`src/rtl/testmasterslave6_src_pkg.sv`:
```
// Shared types for the TestMasterSlave6 source: the model integer type and
// the section enum, burst/drop-counter constants and next-section helper.
package scam_model_types;
    typedef logic signed [31:0] scam_int_t;
endpackage

package testmasterslave6_src_types;
    typedef enum logic {
        section_a = 1'b0,
        section_b = 1'b1
    } Sections;

    localparam int BURST_LEN_DEFAULT = 4;
    localparam int DROP_CNT_W        = 16;

    // Collect until the last sample of a burst is accepted, then emit for one cycle.
    function automatic Sections next_section(input Sections cur, input logic sample, input logic last);
        Sections nxt;
        nxt = section_a;
        if (cur == section_a && sample && last) begin
            nxt = section_b;
        end
        return nxt;
    endfunction
endpackage

```
`src/rtl/testmasterslave6_src.sv`:
```
// Producer end of the TestMasterSlave6 link: sums BURST_LEN samples and emits
// the sum with a one-cycle strobe. Optional drop counter: TESTMASTERSLAVE6_SRC_DROPCNT_EN.
module testmasterslave6_src
    import scam_model_types::*;
    import testmasterslave6_src_types::*;
#(
    parameter int BURST_LEN = BURST_LEN_DEFAULT
) (
    input  logic                  clk,
    input  logic                  rst,
    input  logic signed [31:0]    m_in,
    input  logic                  m_in_sync,
    output logic signed [31:0]    s_out,
    output logic                  s_out_sync
`ifdef TESTMASTERSLAVE6_SRC_DROPCNT_EN
    ,
    output logic [DROP_CNT_W-1:0] drop_count
`endif
);

    localparam logic [7:0] LAST_CNT = 8'(BURST_LEN - 1);

    Sections   section_signal;
    Sections   nextsection_signal;
    scam_int_t acc_signal;
    logic [7:0] cnt_signal;

    always_comb begin
        nextsection_signal = next_section(section_signal, m_in_sync, cnt_signal == LAST_CNT);
    end

    // Samples arriving during the emit cycle are discarded, never carried into the next burst.
    always_ff @(posedge clk or posedge rst) begin
        if (rst) begin
            section_signal <= section_a;
            acc_signal     <= '0;
            cnt_signal     <= '0;
            s_out          <= '0;
            s_out_sync     <= 1'b0;
`ifdef TESTMASTERSLAVE6_SRC_DROPCNT_EN
            drop_count     <= '0;
`endif
        end else begin
            section_signal <= nextsection_signal;
            s_out_sync     <= 1'b0;
            case (section_signal)
                section_a: begin
                    if (m_in_sync) begin
                        acc_signal <= acc_signal + m_in;
                        cnt_signal <= cnt_signal + 8'd1;
                    end
                end
                section_b: begin
                    s_out      <= acc_signal;
                    s_out_sync <= 1'b1;
                    acc_signal <= '0;
                    cnt_signal <= '0;
`ifdef TESTMASTERSLAVE6_SRC_DROPCNT_EN
                    if (m_in_sync && drop_count != '1) begin
                        drop_count <= drop_count + 1'b1;
                    end
`endif
                end
                default: begin
                end
            endcase
        end
    end

endmodule

```
`config.mk`:
```
export PLATFORM = sky130hd
export DESIGN_NAME = testmasterslave6_src
export DESIGN_NICKNAME = d
export VERILOG_FILES = /design/src/rtl/testmasterslave6_src_pkg.sv /design/src/rtl/testmasterslave6_src.sv
export SDC_FILE = /design/constraint.sdc
export NUM_CORES = 1
export LEC_CHECK = 0
export ABC_AREA = 1
export CORE_MARGIN = 8
export CORE_UTILIZATION = 61
export DETAILED_ROUTE_END_ITERATION = 16
export PLACE_DENSITY = 0.95
export SETUP_SLACK_MARGIN = 0.5
export SKIP_LAST_GASP = 1
export SLEW_MARGIN = 40
export SYNTH_ARGS = -nofsm -noshare
export SYNTH_HDL_FRONTEND = slang
export SYNTH_SLANG_ARGS = --single-unit
```
`constraint.sdc`:
```
create_clock -name clk -period 4.12 [get_ports clk]
set_input_delay 1.236 -clock clk [delete_from_list [all_inputs] [get_ports clk]]
set_output_delay 1.236 -clock clk [all_outputs]
set_load 0.05 [all_outputs]
```
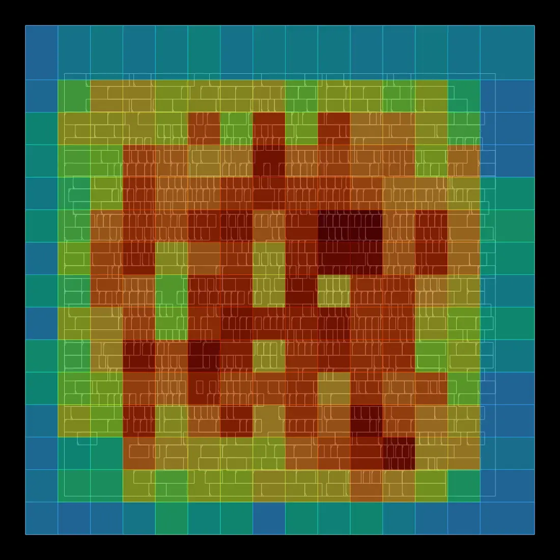
(run_1/congestion_map.png)
M3 GR Usage: 4.76%
busiest layer in global routing: met2
All-Layer GR Usage: 25.4%
met2 track demand over resource: 46.0%

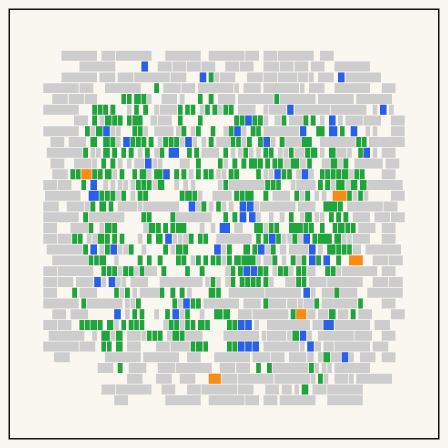
(run_1/gates.png)
legend:
  blue:
    family: aoi and oai cells
    cells: 56
  orange:
    family: non-inverting ao/oa cells
    cells: 5
  green:
    family: nand cells
    cells: 341

==> flow.log, run 1 <==
[report] extracting results
INFO  metric run_status = finished, final reports clean
INFO  metric clock_latency_of_the_later_clocked_register_in_the_worst_skew_pair = about 0.37 ns
INFO  metric antenna_violating_nets_post_route = 0
INFO  metric num-nonclk-buffers = 73
INFO  metric cts_sinks = roughly 74
INFO  metric sequential_cell_total = around 74
INFO  metric dr.pass1.iters = 5
INFO  metric finish.net_count = approximately 890
INFO  metric die_h = 108 um
INFO  metric sequentialPower = between 1000 and 1500 uW
INFO  metric area.share.combinational = between 40% and 50%
INFO  metric synthToLayoutAreaGrowth = 19.5%
INFO  metric simple_gate_share = between 30 and 40%
INFO  metric fa_ha_area_share = 8.12%
INFO  metric ratio_of_routed_vias_to_standard_cells = about 5.4
INFO  metric taps = roughly 110
INFO  metric layout_top_cells = nand2_1 (283), inv_1 (124), dfrtp_1 (74)
INFO  metric ys_dominant_reg_cell = dfrtp_1
INFO  metric core_util_floorplan = 63.0%
INFO  metric clkTransAtPathRegs = about 0.080 ns
INFO  metric cts-buffers-inserted = 9
INFO  metric timing.setup.critical_path_class = in2reg
INFO  metric pwr-share-clk = 14.0%
INFO  metric yosysUniqueCellTypes = 34
INFO  metric via_count = roughly 5,000
INFO  metric warning_count = 27
INFO  metric nonClkBufAreaFrac = around 12%
INFO  metric placed_cells_incl_taps = a little over 900
INFO  metric power_frac_seq = between 20% and 30%
INFO  metric post_cts.repair.setup_buffers = 0
INFO  metric yosysChipArea = approximately 5200 um2
INFO  metric edf_count = 0
INFO  metric area_share_clock_buf_inv = about 3.5%
INFO  metric area.combinational = 2800 um2
INFO  metric topRoutingLayerUsed = met4
INFO  metric final.setup_skew = roughly 0.018 ns
INFO  metric drive_gt1_share = about 9.0%
INFO  metric layout.cells.most_common = nand2_1
INFO  metric slew_headroom = 59.2%
INFO  metric io_buffer_count = 67
INFO  metric fin_util = 75.3%
INFO  metric tritoncts = done
INFO  metric core = 8220 um2
INFO  metric synth_flop_count = 74
INFO  metric core.rowCount = 33
INFO  metric met2_wirelength = around 7400 um
INFO  metric cts.htree.levels = 3
INFO  metric power_density = 752 nW/um2
INFO  metric tally_of_clock_buffers_in_the_finished_layout = 9
INFO  metric routed_wire_length_per_instance = around 15 um
INFO  metric yosysWarningCount = 0
INFO  metric timing.reg2reg.worst_path_depth = 13
INFO  metric total_length_of_routed_met3_wires = roughly 850 um
INFO  metric postPlaceCellArea = roughly 6000 um2
INFO  metric switching_share = between 50% and 60%
INFO  metric reg2reg_to = acc_signal[20]$_DFFE_PP0P_
INFO  metric top_logic_kind = simple AND/OR/NAND/NOR gates
INFO  metric grt_pass1_wl = 23,600 um
INFO  metric worst-endpoint-arrival = about 3.3 ns
INFO  metric transition_time_at_the_pin_with_the_least_slew_margin = just over 0.6 ns
INFO  metric netSwitchingPower = 2340 uW
INFO  metric aoi_share = 6.47%
INFO  metric worst-endpoint-required = around 4.4 ns
INFO  metric 1st_iter_drt_viols = 295
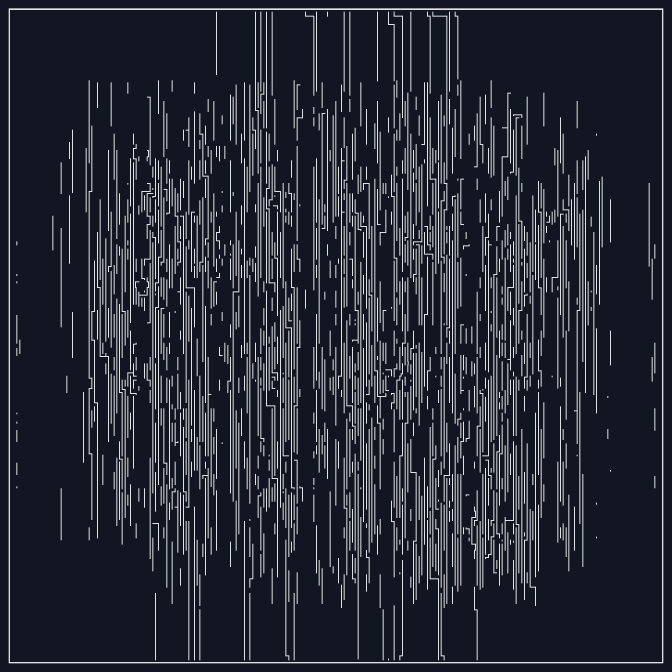
(run_1/m2.png)
wire length on this layer: 7,380 um
nets with wire on the layer: 732
main direction: vertical
longest straight run: 41.5 um
share of all routed wire: 51%

## run 1: how the worst max path moves through the flow
stage / from / to / slack (ns) / cells after the start
floorplan: rst / acc_signal[0]$_DFFE_PP0P_ / 1.00 / 1
global placement: m_in[0] / acc_signal[16]$_DFFE_PP0P_ / 0.84 / 14
detailed placement: m_in[0] / acc_signal[20]$_DFFE_PP0P_ / 0.73 / 14
CTS: m_in[0] / acc_signal[20]$_DFFE_PP0P_ / 1.11 / 14
global route: m_in[0] / acc_signal[24]$_DFFE_PP0P_ / 0.87 / 14
finish: m_in[0] / acc_signal[20]$_DFFE_PP0P_ / 1.06 / 14
## run 1: state kept, by name (all words and copies together), names as in the netlist
register	count
section_signal	1
acc_signal	32
cnt_signal	8
s_out_sync	1
s_out	32
--- run 2 (diff from run 1) ---
--- a/config.mk
+++ b/config.mk
@@ -7,9 +7,9 @@
 export LEC_CHECK = 0
 export ABC_AREA = 1
 export CORE_MARGIN = 8
-export CORE_UTILIZATION = 61
+export CORE_UTILIZATION = 51
 export DETAILED_ROUTE_END_ITERATION = 16
-export PLACE_DENSITY = 0.95
+export PLACE_DENSITY = 0.87
 export SETUP_SLACK_MARGIN = 0.5
 export SKIP_LAST_GASP = 1
 export SLEW_MARGIN = 40
==> constraint.sdc (replaced) <==
create_clock -name clk -period 2.7 [get_ports clk]
set_input_delay 0.81 -clock clk [delete_from_list [all_inputs] [get_ports clk]]
set_output_delay 0.81 -clock clk [all_outputs]
set_load 0.05 [all_outputs]
==> run 2 against run 1 <==
Compared with the run above: synthesized cell count unchanged; sequential cell count unchanged; sequential share of layout area decreased by 3.1 points; clock skew decreased by 0.0089 ns; critical endpoint is now acc_signal[29]$_DFFE_PP0P_; clock-buffer cell count increased by 3; cell count increased by 4.9%; critical path depth decreased by 4; die area increased by 17%; routed wire length decreased by 2.5%; largest power group unchanged; global-route usage decreased by 4.6 points; via count decreased by 1.0%.
==> flow.log, run 2 <==
[report] extracting results
INFO  metric placed_cells_incl_taps = 951 (+4.4%)
INFO  metric worst-endpoint-required = 2.95 ns (-1.43 ns)
INFO  metric postPlaceCellArea = 6140 um2 (+2.7%)
INFO  metric met2_wirelength = 6610 um (-10%)
INFO  metric run_status = finished, final reports clean
INFO  metric clkTransAtPathRegs = 0.07 ns (about the same)
INFO  metric io_buffer_count = 67 (unchanged)
INFO  metric core_util_floorplan = 52.7% (-10 points)
INFO  metric cts.htree.levels = 3 (unchanged)
INFO  metric area.combinational = 3400 um2 (+21%)
INFO  metric yosysChipArea = 5180 um2 (unchanged)
INFO  metric synthToLayoutAreaGrowth = 33.5%
INFO  metric path_depth = 10 (-4)
INFO  metric clock_latency_of_the_later_clocked_register_in_the_worst_skew_pair = 0.36 ns (about the same)
INFO  metric slew_headroom = 61.7% (+2.5 points)
INFO  metric yosysUniqueCellTypes = 34 (unchanged)
INFO  metric edf_count = 0 (unchanged)
INFO  metric tally_of_clock_buffers_in_the_finished_layout = 12 (+3)
INFO  metric routed_wire_length_per_instance = 14.4 um (-7.0%)
INFO  metric layout.cells.most_common = nand2_1
INFO  metric timing.setup.critical_path_class = in2reg
INFO  metric core = 9820 um2 (+20%)
INFO  metric cts-buffers-inserted = 9 (unchanged)
INFO  metric cts_sinks = 74 (unchanged)
INFO  metric tritoncts = done
INFO  metric core.rowCount = 36 (+9.1%)
INFO  metric nonClkBufAreaFrac = 12.2% (+0.66 points)
INFO  metric 1st_iter_drt_viols = 244 (-17%)
INFO  metric ys_dominant_reg_cell = dfrtp_1
INFO  metric crit_path_end = acc_signal[29]$_DFFE_PP0P_
INFO  metric worst-endpoint-arrival = 2.44 ns (-0.88 ns)
INFO  metric transition_time_at_the_pin_with_the_least_slew_margin = 0.575 ns (-0.0361 ns)
INFO  metric taps = 133 (+27%)
INFO  metric ratio_of_routed_vias_to_standard_cells = 5.11 (-5.6%)
INFO  metric global_route.peak_usage_layer = met2
INFO  metric num-nonclk-buffers = 91 (+25%)
INFO  metric grt.total_usage = 20.8% (-4.6 points)
INFO  metric sequential_cell_total = 74 (unchanged)
INFO  metric finish.net_count = 903 (+2.0%)
INFO  metric dr.pass1.iters = 5 (unchanged)
INFO  metric layout_top_cells = nand2_1 (252), inv_1 (121), dfrtp_1 (73)
INFO  metric topRoutingLayerUsed = met4
INFO  metric die_h = 117 um (+8.0%)
INFO  metric groute.layer.met2.usage = 34.6% (-11 points)
INFO  metric grt_pass1_wl = 22,500 um (-4.6%)
INFO  metric antenna_violating_nets_post_route = 0 (unchanged)
INFO  metric area.share.combinational = 49.1% (+4.0 points)
INFO  metric drive_gt1_share = 22.2% (+13 points)
INFO  metric worst_setup_sp = m_in[19]
INFO  metric fin_util = 70.4% (-5.0 points)
INFO  metric final.setup_skew = 0.00875 ns (-0.00886 ns)
==> run 2: where the power goes <==
| group | internal, uW | switching, uW |
|---|---|---|
| combinational | 1960 | 3000 |
| clock | 375 | 406 |
| sequential | 1560 | 426 |
| total | 3890 | 3830 |
==> run 2: what timing repair did <==
item,CTS,global route
gates resized,84,83
pin swaps,22,20
setup endpoints to repair,55,23
buffers inserted,3,3
==> run 2: kinds of logic after synthesis <==
kind of cell / count (synthesis) / synth area share (%)
and+or+nand+nor: 406 / 32.5
buffers and inverters: 138 / 10.3
DFF: 74 / 35.8
AOI/OAI and AO/OA: 61 / 6.48
adders and majority gates: 33 / 8.12
muxes: 30 / 6.52
xor gates and xnor gates: 2 / 0.338
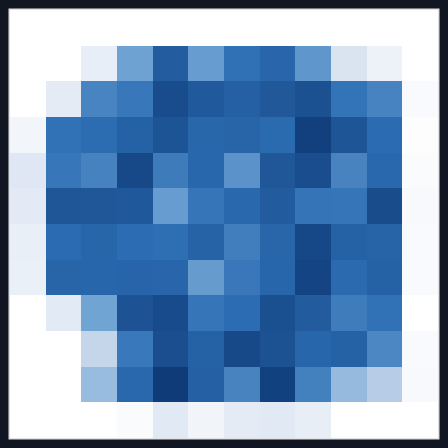
(run_2/util_map.png)
The die is cut into 12 by 12 equal tiles; white is low, dark blue is high, 0 to 100% covered.
emptiest ninth of the die: bottom left
densest ninth of the die: middle
mean over tiles: 50%
nearly empty tiles: 20%

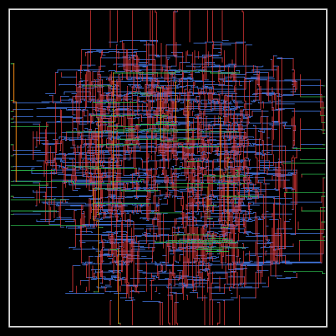
(run_2/layers.png)
legend:
  orange:
    layer: M4
    wire_length: 299 um
  green:
    layer: M3
    wire_length: 876 um
  red:
    layer: M2
    wire_length: 6,610 um
  blue:
    layer: M1
    wire_length: 6,190 um

--- run 3 (diff from run 2) ---
==> constraint.sdc (replaced) <==
create_clock -name clk -period 1.9 [get_ports clk]
set_input_delay 0.57 -clock clk [delete_from_list [all_inputs] [get_ports clk]]
set_output_delay 0.57 -clock clk [all_outputs]
set_load 0.05 [all_outputs]
==> run 3 against run 2 <==
Compared with the run above: the flow now finishes with violations (negative setup slack); routed wire length rose by 40%; setup slack worse by 0.61 ns; critical path depth grew 2; area after synthesis did not move; combinational power increased by 110%; critical path type is now reg2reg; critical endpoint is now acc_signal[26]$_DFFE_PP0P_; highest routed layer unchanged.
==> flow.log, run 3 <==
[report] extracting results
INFO  metric sequentialPower = 2910 uW (+47%)
INFO  metric setup_viol_count_final = 4
INFO  metric netSwitchingPower = 7070 uW (+85%)
INFO  metric yosysChipArea = 5180 um2 (unchanged)
INFO  metric slew_headroom = 60.3% (-1.3 points)
INFO  metric yosysUniqueCellTypes = 34 (unchanged)
INFO  metric pwr-share-clk = 9.0% (-1.1 points)
INFO  metric synthToLayoutAreaGrowth = 59.3%
INFO  metric core.rowCount = 36 (unchanged)
INFO  metric place.detailed.hpwl = roughly 12,000 um
INFO  metric tally_of_clock_buffers_in_the_finished_layout = 14 (+2)
INFO  metric nonClkBufAreaFrac = 19.2% (+7.0 points)
INFO  metric clkTransAtPathRegs = 0.08 ns (about the same)
INFO  metric run_status = complete, but fails checks
INFO  metric power_density = approximately 1800 nW/um2
INFO  metric fa_ha_area_share = 8.12% (unchanged)
INFO  metric num-nonclk-buffers = 177 (+95%)
INFO  metric synth.cell_area = just over 5000 um2
INFO  metric 1st_iter_drt_viols = 372 (+52%)
INFO  metric io_buffer_count = 67 (unchanged)
INFO  metric edf_count = 0 (unchanged)
INFO  metric timing.setup.critical_path_class = reg2reg
INFO  metric crit_top_cell = nand2_1
INFO  metric area.combinational = 3950 um2 (+16%)
INFO  metric crit_path_max_incr_delay = 0.45 ns
INFO  metric nMultiInputCombCells = 532
INFO  metric ratio_of_routed_vias_to_standard_cells = 5.49 (+7.4%)
INFO  metric simple_gate_share = 32.5% (unchanged)
INFO  metric cts.htree.levels = 3 (unchanged)
INFO  metric clock_latency_of_the_later_clocked_register_in_the_worst_skew_pair = 0.38 ns (+0.02 ns)
INFO  metric taps = 133 (unchanged)
INFO  metric worst-endpoint-arrival = 2.26 ns (-0.18 ns)
INFO  metric area.share.combinational = 47.9% (-1.3 points)
INFO  metric tritoncts = done
INFO  metric dr.pass1.iters = 4 (-1)
INFO  metric power.share.combinational = 70.9% (+6.7 points)
INFO  metric core = 9820 um2 (unchanged)
INFO  metric mux_area_share = 6.52% (unchanged)
INFO  metric family_with_the_most_delay_on_the_worst_path = simple AND/OR/NAND/NOR gates
INFO  metric postPlaceCellArea = 6770 um2 (+10%)
INFO  metric power_frac_seq = 20.1% (-5.6 points)
INFO  metric final.setup_skew = 0.00734 ns (-0.00142 ns)
INFO  metric layout_top_cells = nand2_1 (193), inv_1 (110), buf_4 (92)
INFO  metric synth.top_cells.by_count = nand2_1 (283), inv_1 (125), dfrtp_1 (74)
INFO  metric pg_clk = 1300 uW (+67%)
INFO  metric aoi_share = 6.47% (unchanged)
INFO  metric timing.critical_path.buf_inv = 0
INFO  metric top_logic_kind = simple AND/OR/NAND/NOR gates
INFO  metric core_util_floorplan = 52.7% (unchanged)
INFO  metric synthXorXnorAreaFrac = 0.338% (unchanged)
INFO  metric drive_gt1_share = 44.7% (+23 points)
INFO  metric final-max-slew-violation-count = 0
INFO  metric placed_cells_incl_taps = 989 (+4.0%)
INFO  metric yosys.stat.seqShare = between 30 and 40%
INFO  metric grt_pass1_wl = 28,500 um (+26%)
INFO  metric antenna_violating_nets_post_route = 0 (unchanged)
INFO  metric power.group.top = combinational cells
INFO  metric min_path_type = reg2reg
INFO  metric sequential_cell_total = 74 (unchanged)
INFO  metric synthMostInstantiatedCell = nand2_1
INFO  metric die_h = 117 um (unchanged)
INFO  metric setup_ws = -0.0955 ns
INFO  metric global_route.peak_usage_layer = met2
INFO  metric cts_sinks = 74 (unchanged)
INFO  metric intPower = 7380 uW (+90%)
INFO  metric worst_setup_sp = acc_signal[11]$_DFFE_PP0P_
INFO  metric failing_checks = negative setup slack
INFO  metric syn_avg_cell_area = 6.96 um2
INFO  metric worst-endpoint-required = 2.17 ns (-0.78 ns)
INFO  metric transition_time_at_the_pin_with_the_least_slew_margin = 0.594 ns (+0.0191 ns)
INFO  metric switching_share = 48.9% (-0.69 points)
INFO  metric layout.cells.most_common = nand2_1
INFO  metric finish.net_count = 989 (+9.5%)
INFO  metric powerComb = 10,200 uW (+110%)
INFO  metric ys_dominant_reg_cell = dfrtp_1
INFO  metric cts-buffers-inserted = 9 (unchanged)
INFO  metric rsz0062_at_grt = yes
==> run 3: repair_timing <==
item,CTS,global route
gates resized,218,78
gates cloned,1,0
endpoints found under the setup margin,71,65
hold buffers,0,0
buffers inserted,34,19
pin swaps,87,58
==> run 3: layer usage <==
layer	part of all wire [%]	vias to the layer above
met2	50	285
li1	-	2678
met5	0	-
met1	38	2771
met4	4.7	0
met3	7.3	83
==> run 3: worst paths after layout <==
check,end,cells past startpoint,slack [ns]
max reg2reg,acc_signal[26]$_DFFE_PP0P_,12,-0.1
max in group asynchronous,acc_signal[24]$_DFFE_PP0P_,3,0.86
min,s_out[2]$_DFFE_PP0P_,1,0.54
max,acc_signal[26]$_DFFE_PP0P_,12,-0.1
min reg2reg,s_out[2]$_DFFE_PP0P_,1,0.54
min in group asynchronous,s_out[9]$_DFFE_PP0P_,3,0.59
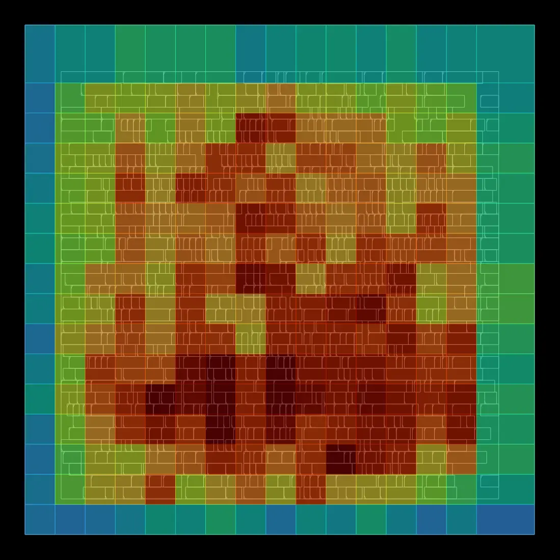
(run_3/congestion_map.png)
Util after Layout: 84.0%
M3 GR Usage: 5.34%
final routed wire length divided by cell count: 18.5 um
met1 track demand over resource: 31.0%
All-Layer GR Usage: 27.1%

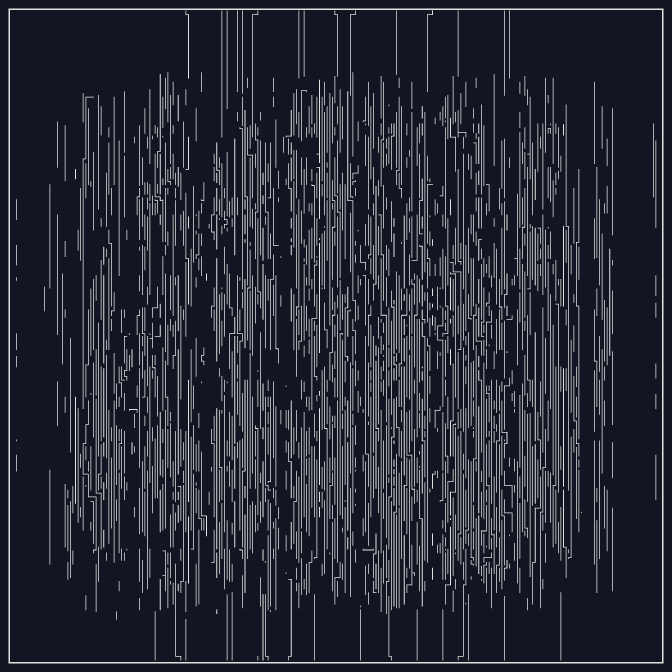
(run_3/m2.png)
main direction: vertical
longest straight run: 47.3 um
share of all routed wire: 50%
nets with wire on the layer: 879
via count: 5,817
final wirelength: 19,600 um
met2 track demand over resource: 46.3%

Power is estimated from default activity; no workload was simulated.
